gate_families.png
Bar = 10 um.
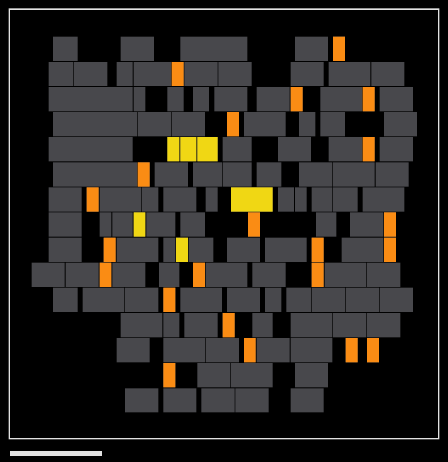
final_placement.png
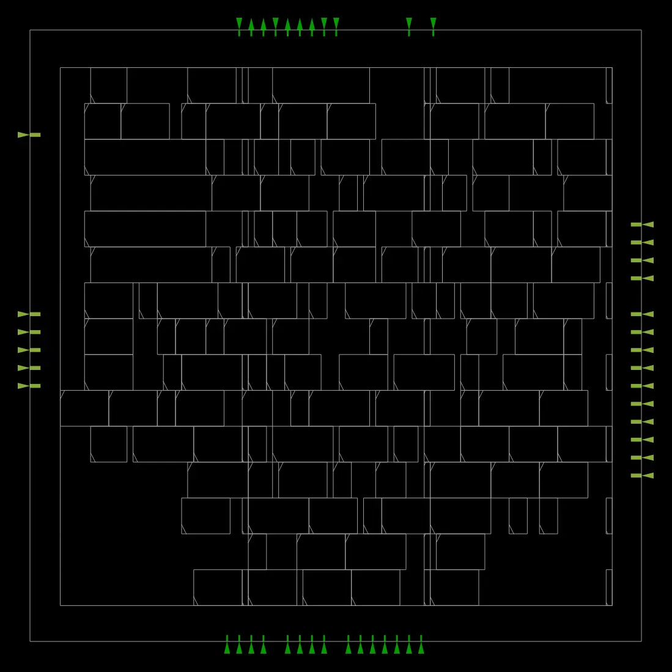
<file path="src/rtl/equality_detector.sv">
// equality_detector: 19-bit DR/AC equality detector for the accumulator datapath.
// EQ is purely combinational. EQ_R/NE_R/GT_R/LT_R hold a signed (two's complement)
// comparison that is captured on a rising clk edge while CMP_EN is high.
module equality_detector (
    input  logic        clk,
    input  logic        rst_n,
    input  logic [18:0] DR,
    input  logic [18:0] AC,
    input  logic        CMP_EN,
    output logic        EQ,
    output logic        EQ_R,
    output logic        NE_R,
    output logic        GT_R,
    output logic        LT_R
);

    logic eq_c;
    logic gt_c;
    logic lt_c;

    logic eq_q, ne_q, gt_q, lt_q;
    logic eq_d, ne_d, gt_d, lt_d;

    // Signed compare: if the sign bits differ, the non-negative operand is greater;
    // otherwise the magnitude bits decide as an unsigned compare.
    always_comb begin
        eq_c = ~|(DR ^ AC);
        gt_c = 1'b0;
        if (DR[18] != AC[18]) begin
            gt_c = ~DR[18];
        end else begin
            gt_c = (DR[17:0] > AC[17:0]);
        end
        lt_c = ~eq_c & ~gt_c;
    end

    // Next-state: take the fresh comparison when enabled, otherwise hold.
    always_comb begin
        eq_d = eq_q;
        ne_d = ne_q;
        gt_d = gt_q;
        lt_d = lt_q;
        if (CMP_EN) begin
            eq_d = eq_c;
            ne_d = ~eq_c;
            gt_d = gt_c;
            lt_d = lt_c;
        end
    end

    // Status flag registers; asynchronous clear to the all-zero idle state.
    always_ff @(posedge clk or negedge rst_n) begin
        if (!rst_n) begin
            eq_q <= 1'b0;
            ne_q <= 1'b0;
            gt_q <= 1'b0;
            lt_q <= 1'b0;
        end else begin
            eq_q <= eq_d;
            ne_q <= ne_d;
            gt_q <= gt_d;
            lt_q <= lt_d;
        end
    end

    assign EQ   = eq_c;
    assign EQ_R = eq_q;
    assign NE_R = ne_q;
    assign GT_R = gt_q;
    assign LT_R = lt_q;

endmodule

</file>
<file path="config.mk">
export PLATFORM = sky130hd
export DESIGN_NAME = equality_detector
export DESIGN_NICKNAME = d
export VERILOG_FILES = /design/src/rtl/equality_detector.sv
export SDC_FILE = /design/constraint.sdc
export NUM_CORES = 1
export LEC_CHECK = 0
export CAP_MARGIN = 20
export CORE_MARGIN = 2
export CORE_UTILIZATION = 37
export CTS_BUF_LIST = sky130_fd_sc_hd__clkbuf_4 sky130_fd_sc_hd__clkbuf_8 sky130_fd_sc_hd__clkbuf_16
export DETAILED_ROUTE_END_ITERATION = 16
export PLACE_DENSITY = 0.84
export SLEW_MARGIN = 30
export SYNTH_ARGS = -nofsm -noshare
export SYNTH_HDL_FRONTEND = slang
export SYNTH_SLANG_ARGS = --single-unit
</file>
<file path="constraint.sdc">
create_clock -name clk -period 3 [get_ports clk]
set_input_delay 0.3 -clock clk [delete_from_list [all_inputs] [get_ports clk]]
set_output_delay 0.3 -clock clk [all_outputs]
set_load 0.1 [all_outputs]
</file>
==> flow_summary.json <==
{
  "outcome": "complete, no violations",
  "rsz0062_at_grt": "false",
  "crit_fanout": 4,
  "crit_chain": "clkdlybuf4s50_1 -> inv_1 -> ha_1 -> nand4_1 -> nor4_2 -> nand2_1 -> nor2_2 -> buf_12",
  "setup_tns_ns": 0,
  "grt_usage": 0.164,
  "root_buffer": "clkbuf_4",
  "syn2layout_area_growth_pct": 77.4,
  "clk_pin_slew_ns": 0.04,
  "ys_cells": 83,
  "skew_ns": 0,
  "top_area_cell": "ha_1",
  "min_path_type": "in -> async",
  "met1_usage": 0.172,
  "drv_cap": 0,
  "avgSynthCellArea_um2": 8.00,
  "ys_ff": 4,
  "die_y_um": 46.4,
  "post-place-ws_ns": 0.617,
  "fin_crit_sh": 0.791,
  "dr.pass1.iters": 4,
  "crit_required_ns": 2.70,
  "synthCells": 83,
  "ir_drop_uv": 220,
  "hold_viol": 0,
  "crit_path_start": "AC[14]"
}
About gate_families.png:
inverters: marked orange, cells 22. NOR gates: marked yellow, cells 6, where middle.
Comb/total area: 0.409
Commonest Layout Cell: clkdlybuf4s50_1
Final Non-Filler Cells: 156

About final_placement.png:
n_taps: 25
final core occ: 0.690
core area: 0.00171 mm2
fillers: 143
FP Rows: 15

==> worst max-delay path: cells and delay by family <==
| kind | cells | cell delay [ns] |
|---|---|---|
| adder cells (fa/ha/maj) | 1 | 0.30 |
| buffers and inverters | 3 | 0.71 |
| AND/OR/NAND/NOR | 4 | 0.76 |
==> area by class of cell <==
type,instances,area (um2)
multi-input cells,57,482
well taps,25,31.3
clock buffers,3,22.5
fillers,143,529
inverters,22,82.6
repair buffers,45,460
flip-flops and latches,4,100
==> routing by layer <==
metal / routed length, um / up-vias
li1: - / 388
met1: 610 / 332
met2: 886 / 26
met3: 123 / 2
met4: 22 / 0
met5: 0 / -
==> logic make-up (layout without fill, tap and decap cells) <==
group                    after synthesis  after routing  synth area share
AND/OR/NAND/NOR                       20             20             0.173
buffers and inverters                 22             70             0.124
flip-flops                             4              4             0.151
multiplexers                           1              1            0.0169
XOR/XNOR                               1              1            0.0132
adder cells (fa/ha/maj)               18             18             0.339
AND-OR/OR-AND                         17             17             0.183
==> metrics by stage <==
stage                     hold slack [ns]  instances  instance area (um2)
after global placement              0.491        153                 1160
after floorplan                   0.00441         83                  664
final                               0.258        156                 1180
after CTS                           0.253        156                 1180
after global routing                0.258        156                 1180
after detailed placement            0.489        153                 1160
==> cell usage after synthesis (2+ instances only) <==
| cell | count |
|---|---|
| inv_1 | 22 |
| ha_1 | 18 |
| nor2_1 | 3 |
| a41o_1 | 2 |
| a21o_1 | 4 |
| nand3_1 | 2 |
| nand4_1 | 3 |
| nand2_1 | 5 |
| dfrtp_1 | 4 |
| a21oi_1 | 6 |
==> power breakdown <==
part / switching [mW] / internal [mW]
Clock: 0.0217 / 0.0447
Sequential: 0.00225 / 0.0582
Combinational: 0.0748 / 0.0816
Total: 0.0988 / 0.185
No activity file was given, so power comes from the tool's default toggle rates.
